### config.mk
export PLATFORM = sky130hd
export DESIGN_NAME = seg7_scan_ctrl_flat
export DESIGN_NICKNAME = d
export VERILOG_FILES = /design/src/rtl/seg7_pkg.sv /design/src/rtl/seg7_scan_ctrl_if.sv /design/src/rtl/seg7_scan_timer.sv /design/src/rtl/seg7_scan_ctrl.sv /design/src/flat_wrapper.sv
export SDC_FILE = /design/constraint.sdc
export NUM_CORES = 1
export LEC_CHECK = 0
export CORE_MARGIN = 1
export CORE_UTILIZATION = 50
export DETAILED_ROUTE_END_ITERATION = 16
export GPL_ROUTABILITY_DRIVEN = 1
export PLACE_DENSITY = 0.73
export SYNTH_ARGS = -nofsm -noshare
export SYNTH_HDL_FRONTEND = slang
export SYNTH_HIERARCHICAL = 1
export SYNTH_SLANG_ARGS = --single-unit
### constraint.sdc
create_clock -name clk -period 3.2 [get_ports clk]
set_input_delay 0.64 -clock clk [delete_from_list [all_inputs] [get_ports clk]]
set_output_delay 0.64 -clock clk [all_outputs]
set_load 0.05 [all_outputs]
### src/rtl/seg7_pkg.sv
`default_nettype none
// ============================================================================
// Module      : seg7_pkg
// Description : Shared constants and scan-state type for the 7-segment scanner.
// Revision    : 1.0 - initial release
// ============================================================================
package seg7_pkg;

    localparam int         DIG_W   = 4;
    localparam logic [6:0] SEG_OFF = 7'h7F;

    typedef enum logic [0:0] {
        GUARD = 1'b0,
        SHOW  = 1'b1
    } scan_state_e;

endpackage
`default_nettype wire

### src/rtl/seg7_scan_ctrl_if.sv
`default_nettype none
// ============================================================================
// Module      : seg7_scan_ctrl_if
// Description : Host write bus into the digit bank of the scan controller.
// Revision    : 1.0 - initial release
// ============================================================================
interface seg7_scan_ctrl_if #(
    parameter int IDX_W = 2
);

    logic                       wr_en;
    logic [IDX_W-1:0]           wr_idx;
    logic [seg7_pkg::DIG_W-1:0] wr_val;

    modport master (
        output wr_en,
        output wr_idx,
        output wr_val
    );

    modport slave (
        input wr_en,
        input wr_idx,
        input wr_val
    );

endinterface
`default_nettype wire

### src/rtl/seg7_scan_timer.sv
`default_nettype none
// ============================================================================
// Module      : seg7_scan_timer
// Description : Terminal-count interval timer; restarts from zero on done.
// Revision    : 1.0 - initial release
// ============================================================================
module seg7_scan_timer #(
    parameter int CNT_W = 2
) (
    input  wire logic             clk,
    input  wire logic             rst,
    input  wire logic             i_clr,
    input  wire logic [CNT_W-1:0] i_term,
    output logic                  o_done
);

    logic [CNT_W-1:0] r_count;

    assign o_done = (r_count == i_term);

    always_ff @(posedge clk) begin
        if (rst || i_clr || o_done) begin
            r_count <= '0;
        end else begin
            r_count <= r_count + CNT_W'(1);
        end
    end

endmodule
`default_nettype wire

### src/rtl/seg7_scan_ctrl.sv
`default_nettype none
// ============================================================================
// Module      : seg7_scan_ctrl
// Description : Time-multiplexed common-anode 7-segment scan controller.
// Revision    : 1.0 - initial release
// ============================================================================
module seg7_scan_ctrl
    import seg7_pkg::*;
#(
    parameter int NUM_DIGITS   = 4,
    parameter int IDX_W        = 2,
    parameter int REFRESH_DIV  = 50000,
    parameter int GUARD_CYCLES = 500
) (
    input  wire logic            clk,
    input  wire logic            rst,
    input  wire logic            en,
    seg7_scan_ctrl_if.slave      wr_bus,
    output logic [DIG_W-1:0]     dec_val,
    input  wire logic [6:0]      dec_seg,
    output logic [6:0]           seg,
    output logic [NUM_DIGITS-1:0] an,
    output logic                 frame_done
);

    localparam int c_cnt_max = (REFRESH_DIV > GUARD_CYCLES) ? REFRESH_DIV : GUARD_CYCLES;
    localparam int c_cnt_w   = (c_cnt_max > 1) ? $clog2(c_cnt_max) : 1;
    localparam int c_aw      = (NUM_DIGITS > 1) ? $clog2(NUM_DIGITS) : 1;

    localparam logic [0:0]         c_st_guard = GUARD;
    localparam logic [0:0]         c_st_show  = SHOW;
    localparam logic [IDX_W-1:0]   c_idx_last = IDX_W'(NUM_DIGITS - 1);
    localparam logic [c_cnt_w-1:0] c_term_g   = c_cnt_w'(GUARD_CYCLES - 1);
    localparam logic [c_cnt_w-1:0] c_term_s   = c_cnt_w'(REFRESH_DIV - 1);

    logic [DIG_W-1:0]   r_bank [NUM_DIGITS];
    logic [0:0]         r_state;
    logic [IDX_W-1:0]   r_idx;

    logic               w_wr_ok;
    logic [IDX_W-1:0]   w_idx_nxt;
    logic [c_cnt_w-1:0] w_term;
    logic               w_done;

    assign w_wr_ok   = wr_bus.wr_en &&
                       ({1'b0, wr_bus.wr_idx} < (IDX_W + 1)'(NUM_DIGITS));
    assign w_idx_nxt = (r_idx == c_idx_last) ? '0 : r_idx + IDX_W'(1);
    assign w_term    = (r_state == c_st_show) ? c_term_s : c_term_g;

    // One counter serves both intervals; the terminal value follows the state.
    seg7_scan_timer #(
        .CNT_W (c_cnt_w)
    ) u_timer (
        .clk    (clk),
        .rst    (rst),
        .i_clr  (!en),
        .i_term (w_term),
        .o_done (w_done)
    );

    always_ff @(posedge clk) begin
        if (rst) begin
            for (int i = 0; i < NUM_DIGITS; i++) begin
                r_bank[i] <= '0;
            end
            r_state    <= c_st_guard;
            r_idx      <= '0;
            dec_val    <= '0;
            seg        <= SEG_OFF;
            an         <= '1;
            frame_done <= 1'b0;
        end else begin
            if (w_wr_ok) begin
                r_bank[wr_bus.wr_idx[c_aw-1:0]] <= wr_bus.wr_val;
            end

            seg        <= SEG_OFF;
            an         <= '1;
            frame_done <= 1'b0;

            // dec_val is only reloaded on GUARD entry, reading the pre-edge bank,
            // so a write to the lit digit appears on its next visit.
            if (!en) begin
                r_state <= c_st_guard;
                dec_val <= r_bank[r_idx[c_aw-1:0]];
            end else if (r_state == c_st_show) begin
                an  <= ~(NUM_DIGITS'(1) << r_idx);
                seg <= dec_seg;
                if (w_done) begin
                    r_state    <= c_st_guard;
                    r_idx      <= w_idx_nxt;
                    dec_val    <= r_bank[w_idx_nxt[c_aw-1:0]];
                    frame_done <= (r_idx == c_idx_last);
                end
            end else if (w_done) begin
                r_state <= c_st_show;
            end
        end
    end

endmodule
`default_nettype wire

### src/flat_wrapper.sv
// flat-port wrapper written by rule: the top's interface ports become plain ports
module seg7_scan_ctrl_flat import seg7_pkg::*;
#(
    parameter int NUM_DIGITS   = 4,
    parameter int IDX_W        = 2,
    parameter int REFRESH_DIV  = 50000,
    parameter int GUARD_CYCLES = 500
)
  (clk, rst, en, dec_val, dec_seg, seg, an, frame_done, wr_bus_wr_en, wr_bus_wr_idx, wr_bus_wr_val);
  seg7_scan_ctrl_if #(.IDX_W(IDX_W)) wr_bus_i ();
  input  wire logic clk;
  input  wire logic rst;
  input  wire logic en;
  output logic [DIG_W-1:0] dec_val;
  input  wire logic [6:0] dec_seg;
  output logic [6:0] seg;
  output logic [NUM_DIGITS-1:0] an;
  output logic frame_done;
  input wire logic [$bits(wr_bus_i.wr_en)-1:0] wr_bus_wr_en;
  input wire logic [$bits(wr_bus_i.wr_idx)-1:0] wr_bus_wr_idx;
  input wire logic [$bits(wr_bus_i.wr_val)-1:0] wr_bus_wr_val;
  assign wr_bus_i.wr_en = wr_bus_wr_en;
  assign wr_bus_i.wr_idx = wr_bus_wr_idx;
  assign wr_bus_i.wr_val = wr_bus_wr_val;
  seg7_scan_ctrl #(.NUM_DIGITS(NUM_DIGITS), .IDX_W(IDX_W), .REFRESH_DIV(REFRESH_DIV), .GUARD_CYCLES(GUARD_CYCLES)) u_core (.clk(clk), .rst(rst), .en(en), .wr_bus(wr_bus_i), .dec_val(dec_val), .dec_seg(dec_seg), .seg(seg), .an(an), .frame_done(frame_done));
endmodule
==> COMMIT_EDITMSG, run 1 <==
Record implementation results from latest flow run

* Overall global routing resource usage: 19.2%
- Register share after synthesis: 47.9%
- Per the synthesis report, the single largest cell type by area occupies 29.1% of cell area.
- sky130_fd_sc_hd__dfxtp_1 takes more of the synthesized area than any other cell.
- Counting flops and latches in the post-synthesis netlist gives 53.
- For this run, the top clock speed supported by timing is 0.431 GHz.
- Flop-to-flop setup slack: 880 ps
- In this run the number of H-tree levels came out at 2.
- Slew HR: 51.0%
* Clock tree sinks: 53
- The flow ran to the end, and the final reports show no timing, DRC or antenna violations.
* Commonest non-fill, non-tap cells in the layout: sky130_fd_sc_hd__dfxtp_1, sky130_fd_sc_hd__clkdlybuf4s50_1, sky130_fd_sc_hd__xnor2_1
- The setup path with the least slack is of type flop to flop.
* RSZ-0062 raised after global routing: no
* Pwr Density: 390 nW/um^2
* DP HPWL: 3.29 mm
- DR vias/cell: 5.22
- Crit-path max cell delay: 610 ps
- Hold repair after CTS inserted 0 buffers.
* Min-Delay Startpoint: u_core/u_timer/r_count[15]
- Entering global routing, the biggest net connects 22 pins.
-- run 1: sequential cells by signal (all words and copies together) (netlist names), named ones only --
signal                  cells
u_core/r_bank              16
u_core/u_timer/r_count     16
u_core/seg                  7
u_core/an                   4
u_core/dec_val              4
u_core/r_idx                2
u_core/frame_done           1
u_core/r_state              1
-- run 1: cell type report --
class,count,area (um^2),area share [%]
timing repair buffer,34,335,11.1
multi-input combinational,175,1280,42.2
clock inverter,1,6.26,0.207
clock buffer,7,77.6,2.57
inverter,6,22.5,0.745
sequential,53,1220,40.4
tap,67,83.8,2.77
-- run 1: worst min-delay path by stage --
| stage | end | slack [ps] |
|---|---|---|
| floorplan | u_core/u_timer/r_count[15] | 490 |
| global placement | u_core/u_timer/r_count[15] | 530 |
| detailed placement | u_core/u_timer/r_count[15] | 530 |
| CTS | u_core/u_timer/r_count[15] | 550 |
| global route | u_core/u_timer/r_count[0] | 590 |
| finish | u_core/u_timer/r_count[15] | 550 |
-- run 1: power by group --
group	switching [W]	internal, W	total (W)	leakage (nW)
Combinational	0.0000428	0.0000471	0.0000898	0.513
Clock	0.000206	0.000159	0.000365	0.0457
Sequential	0.0000125	0.000712	0.000724	0.456
-- run 1: stage by stage --
step	area, um^2	hold slack (ps)
6_report	3020	549
5_1_grt	3020	591
4_1_cts	3020	549
3_5_place_dp	2940	531
3_3_place_gp	2940	532
2_1_floorplan	2570	493
-- run 1: logic make-up (layout without fill, tap and decap cells) --
logic type / count (synthesis) / in the layout / synth area share (%)
DFF: 53 / 53 / 47.9
and+or+nand+nor: 97 / 97 / 23.8
xor gates and xnor gates: 29 / 29 / 9.97
AOI/OAI and AO/OA: 31 / 31 / 8.25
buffers and inverters: 17 / 48 / 2.85
adders and majority gates: 6 / 6 / 2.95
other: 2 / 8 / 0.295
muxes: 4 / 4 / 3.98
Figure 1. Gate-type map (run 1).
(6 px per um)
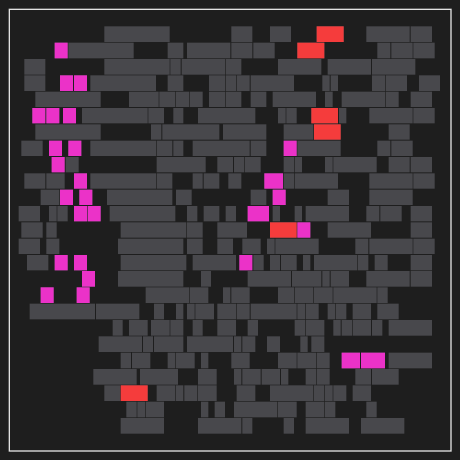
family	color	cells
AND and OR gates	magenta	27
adder and majority cells	red	6
leading cell type in the layout, fill and taps excluded: sky130_fd_sc_hd__dfxtp_1
logic gate fraction of the total cell area: 42.2%
post-layout instance count excluding filler cells: 343

Figure 2. Pin placement (run 1).
(6 px per um) Pins as bars across the die edge, other pins in gray.
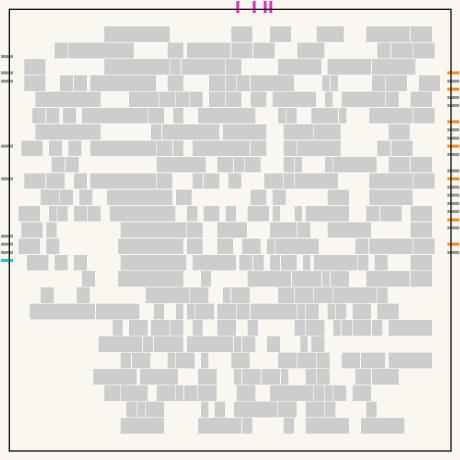
port	color	pins	direction	edge
wr_bus_wr_en	cyan	1	input	west
seg	orange	7	output	east
dec_val	magenta	4	output	north
count of buffers from port buffering: 32
width of the die: 73.4 um
vertical die dimension: 73.4 um

Figure 3. I/O nets highlighted (run 1).
(4 px per um)
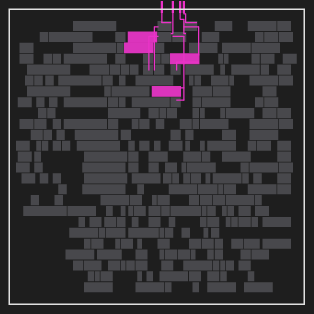
port	color	bits	direction	edge	end cells	buffers	wire
dec_val	magenta	4	output	north	4	4	88.2 um
I/O pin count: 33

Figure 4. Cells by drive strength (run 1).
(6 px per um)
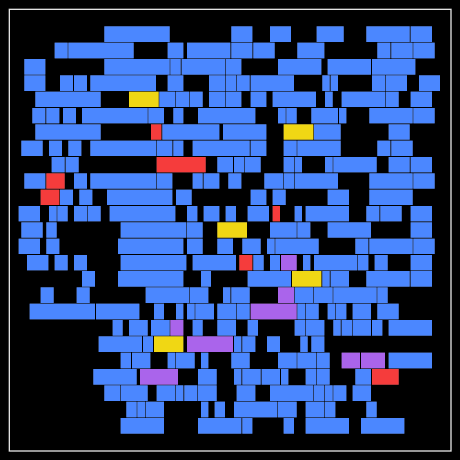
size	color	cells	share	most used
drive 1 or less	blue	256	93%	dfxtp_1
drive 6 and up	yellow	5	1.8%	clkbuf_8
drive 3 to 4	purple	8	2.9%	buf_4
drive 2	red	7	2.5%	a31o_2
setup slack of the critical path after layout: 882 ps
Non-Filler Cell Area, Final: 3020 um^2

Figure 5. Placed standard cells (run 1).
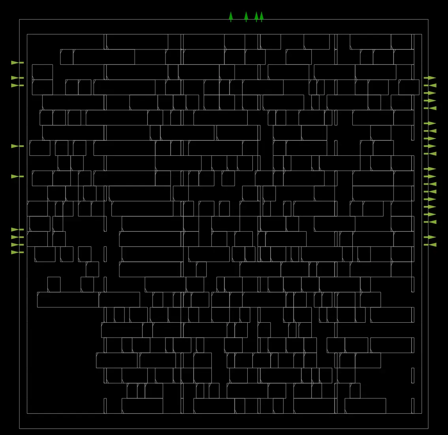

==> run 2: changes to the inputs <==
==> constraint.sdc (replaced) <==
create_clock -name clk -period 2.25 [get_ports clk]
set_input_delay 0.45 -clock clk [delete_from_list [all_inputs] [get_ports clk]]
set_output_delay 0.45 -clock clk [all_outputs]
set_load 0.05 [all_outputs]
Figure 6. Placed standard cells (run 2).
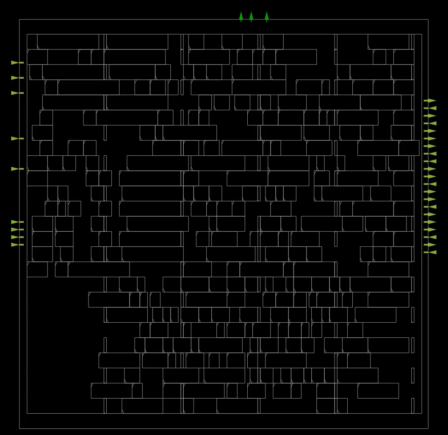
Util after Layout: 63.9%
core area: 4820 um^2
number of sequential storage elements: 53
number of tap cells inserted: 67
sequential cell area share: 39.8%

==> COMMIT_EDITMSG, run 2 <==
Record implementation results from latest flow run

- Count of buffers from port buffering: 32
* Non-clock buffer total of the final layout: 39
- In the final layout, non-clock buffers account for 12.2% of the cell area.
- For this design the total switching power over the nets is 0.000368 W.
- Comb gates: 175
- Post-layout instance count excluding filler cells: 348
- The clock network takes up 3.05% of total cell area after layout.
* RSZ-0062 raised after global routing: no
- Sequential cell fraction of total power: 60.6%
- Worst hold margin: 552 ps
- Largest power group: registers
- On the worst path, the slowest cell contributes a delay of 430 ps.
- In the final layout, the registers with the most flip-flops are u_core/r_bank (16), u_core/u_timer/r_count (16), u_core/seg (7).
- Final-layout clock buffer total: 7
* Dominant kind of cell by area: multi-input combinational cells
- In the layout the commonest cells are sky130_fd_sc_hd__dfxtp_1, sky130_fd_sc_hd__clkdlybuf4s50_1, sky130_fd_sc_hd__xnor2_1.
* Fraction of power consumed by the clock network: 31.7%
* Status: completed
- In this run, power in combinational logic comes to 0.000131 W.
- The flow reports power dissipated in sequential cells as 0.00103 W.
* Pwr Density: 552 nW/um^2
- In this run the vertical extent of the chip is 73.4 um.
* Type of the worst setup path: flop to flop
- Largest net degree at the start of global routing: 21
- Overall global routing resource usage: 19.5%
- Seq. cell area: 1220 um^2
Figure 7. I/O nets highlighted (run 2).
(4 px per um)
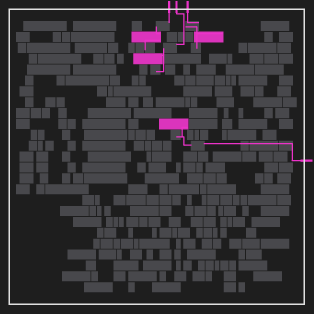
port	color	bits	direction	edge	end cells	buffers	wire
dec_val	magenta	4	output	3 north, 1 east	4	4	90.3 um

-- run 2: cell counts after synthesis --
Identical to the previous run, type by type.
-- run 2: worst register-to-register path: cells and delay by family (launching register included) --
family	cells	cell delay, ps
and+or+nand+nor	4	1060
AOI/OAI and AO/OA	1	150
DFF	1	430
buffers and inverters	1	120
xor gates and xnor gates	1	140
-- run 2: layer usage --
metal  up-vias  global-route usage, %  part of all wire (%)
met5         -                      0                     0
met4         0                   7.05                   1.3
met3         8                   5.49                   5.9
met2        47                   31.1                    46
met1       802                   25.4                    47
li1        930                      -                     -
-- run 2: logic make-up after synthesis --
kind of cell / share of synthesized area, %
flip-flops: 47.9
multiplexers: 3.98
AND/OR/NAND/NOR: 23.8
AND-OR/OR-AND: 8.25
buffers and inverters: 2.85
adder cells (fa/ha/maj): 2.95
XOR/XNOR: 9.97
other: 0.295
-- run 2: worst min-delay path by stage --
stage                          startpoint                    endpoint  slack [ps]  cells after the start
2_1_floorplan  u_core/u_timer/r_count[15]  u_core/u_timer/r_count[15]         490                      2
3_3_place_gp   u_core/u_timer/r_count[15]  u_core/u_timer/r_count[15]         530                      2
3_5_place_dp   u_core/u_timer/r_count[15]  u_core/u_timer/r_count[15]         540                      2
4_1_cts        u_core/u_timer/r_count[15]  u_core/u_timer/r_count[15]         550                      2
5_1_grt        u_core/u_timer/r_count[15]  u_core/u_timer/r_count[15]         580                      2
6_report       u_core/u_timer/r_count[15]  u_core/u_timer/r_count[15]         550                      2
-- run 2: through the flow --
stage	utilization (%)	setup WS [ps]
floorplan	-	47.4
global placement	61.8	221
detailed placement	61.8	182
CTS	63.8	165
global route	63.9	88.5
finish	63.9	277
Figure 8. Gate-type map (run 2).
(6 px per um)
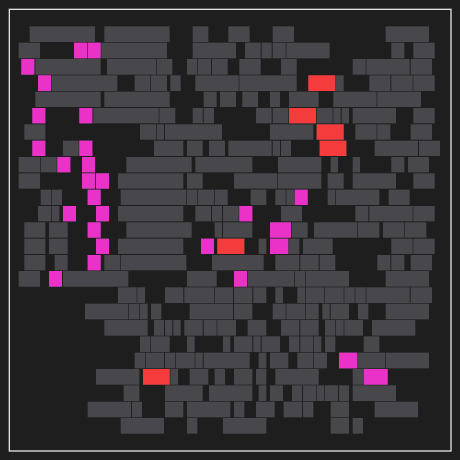

==> run 3: changes to the inputs <==
--- a/config.mk
+++ b/config.mk
@@ -6,10 +6,10 @@
 export NUM_CORES = 1
 export LEC_CHECK = 0
 export CORE_MARGIN = 1
-export CORE_UTILIZATION = 50
+export CORE_UTILIZATION = 55
 export DETAILED_ROUTE_END_ITERATION = 16
 export GPL_ROUTABILITY_DRIVEN = 1
-export PLACE_DENSITY = 0.73
+export PLACE_DENSITY = 0.79
 export SYNTH_ARGS = -nofsm -noshare
 export SYNTH_HDL_FRONTEND = slang
 export SYNTH_HIERARCHICAL = 1
Figure 9. Gate-type map (run 3).
(6 px per um)
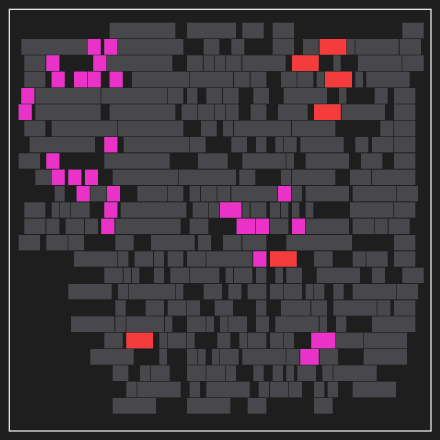
family	color	cells
AND and OR gates	magenta	27
adder and majority cells	red	6
logic gate fraction of the total cell area: 41.4%
post-layout instance count excluding filler cells: 334

Figure 10. Cells by drive strength (run 3).
(6 px per um)
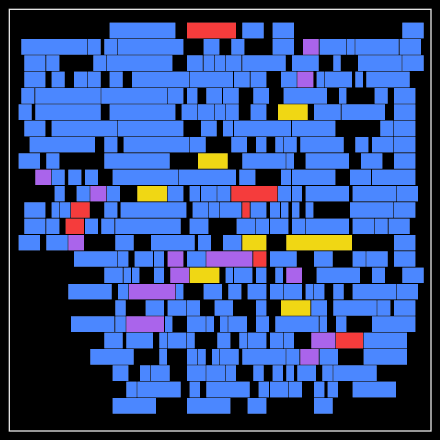
size	color	cells	share	most used
drive 6 and up	yellow	7	2.5%	clkbuf_8
drive 3 to 4	purple	13	4.6%	buf_4
drive 1 or less	blue	255	90%	dfxtp_1
drive 2	red	7	2.5%	a31o_2
setup slack of the critical path after layout: 180 ps
area growth from synthesis to layout: 21.0%

==> COMMIT_EDITMSG, run 3 <==
Record implementation results from latest flow run

* Vertical die dimension: 70.1 um
* Metal1 wirelength: 2.26 mm
* Grt peak-use layer: met2
* I/O pin count: 33
- STA lists the startpoint of the worst hold path as u_core/u_timer/r_count[15].
- The top cell types in the final layout, fill and taps aside, are sky130_fd_sc_hd__dfxtp_1, sky130_fd_sc_hd__clkdlybuf4s50_1, sky130_fd_sc_hd__xnor2_1.
* Cell-internal power: 0.00142 W
* Maximum frequency from static timing analysis: 0.483 GHz
- Per the synthesis report, the AND-OR/OR-AND share of the synthesized area is 8.25%.
* Slew HR: 66.5%
- Largest registers: u_core/r_bank (16), u_core/u_timer/r_count (16), u_core/seg (7)
- GR met3 Demand/Resource: 4.62%
* Met2 routed wirelength: 2.14 mm
- Fa+ha+maj area frac: 2.95%
- RSZ-0062 raised after global routing: no
- Top cell type's share of synthesized area: 29.1%
- Looking at the clock tree report, the H-tree level count equals 2.
- Entering global routing, the biggest net connects 20 pins.
- Yosys simple share: 23.8%
- Cells fill 69.8% of the core in the end.
- Non-Filler Cell Area, Final: 3080 um^2
- Status: completed
* Crit-path max cell delay: 470 ps
* Leading cell type in the layout, fill and taps excluded: sky130_fd_sc_hd__dfxtp_1
- Core area: 4410 um^2
* Proportion of power drawn by combinational gates: 7.3%
run 3: cell types whose count changed in the layout (fill, tap and decap cells not counted):
cell                         previous run  this run
sky130_fd_sc_hd__clkinvlp_4             1         0
sky130_fd_sc_hd__dfxtp_4                1         0
sky130_fd_sc_hd__buf_4                  6         7
sky130_fd_sc_hd__dfxtp_2                0         1
sky130_fd_sc_hd__clkbuf_8               6         5
sky130_fd_sc_hd__clkinv_4               0         1
sky130_fd_sc_hd__bufinv_16              0         1
run 3: cell type report:
type                            instances  area (um^2)  area share (%)
Sequential cell                        53         1220            39.7
Clock buffer                            6         72.6            2.35
Clock inverter                          2         38.8            1.26
Tap cell                               52         65.1            2.11
Multi-Input combinational cell        175         1280            41.4
Timing Repair Buffer                   40          384            12.5
Inverter                                6         22.5           0.731
run 3: per-stage QoR:
step / setup WS [ps] / hold WS, ps
2_1_floorplan: 47.4 / 493
3_3_place_gp: 203 / 536
3_5_place_dp: 147 / 556
4_1_cts: 138 / 573
5_1_grt: 26.0 / 591
6_report: 180 / 569
run 3: worst reg2reg max path: cells and delay by family, from the launching register on:
kind            cells  cell delay, ps
xor+xnor            1             160
buf+inv             1             160
compound gates      2             310
flops               1             470
simple gates        3             900
run 3: path summary, 6_finish.rpt:
kind / end / slack (ps) / depth (start not counted)
worst max-delay path: u_core/dec_val[3] / 180 / 7
worst min-delay path: u_core/u_timer/r_count[15] / 570 / 2
worst max register to register: u_core/dec_val[3] / 180 / 7
worst min register to register: u_core/u_timer/r_count[15] / 570 / 2
run 3: power groups by stage:
stage	registers (W)	logic [W]	clock network (W)
final	0.00103	0.000131	0.000632
after global routing	0.00103	0.000143	0.000676
after floorplan	0.00106	0.0000623	0
after global placement	0.00105	0.000130	0
after detailed placement	0.00105	0.000130	0
after CTS	0.00103	0.000131	0.000644
Power figures rest on the tool's default switching activity, not on a simulated workload.
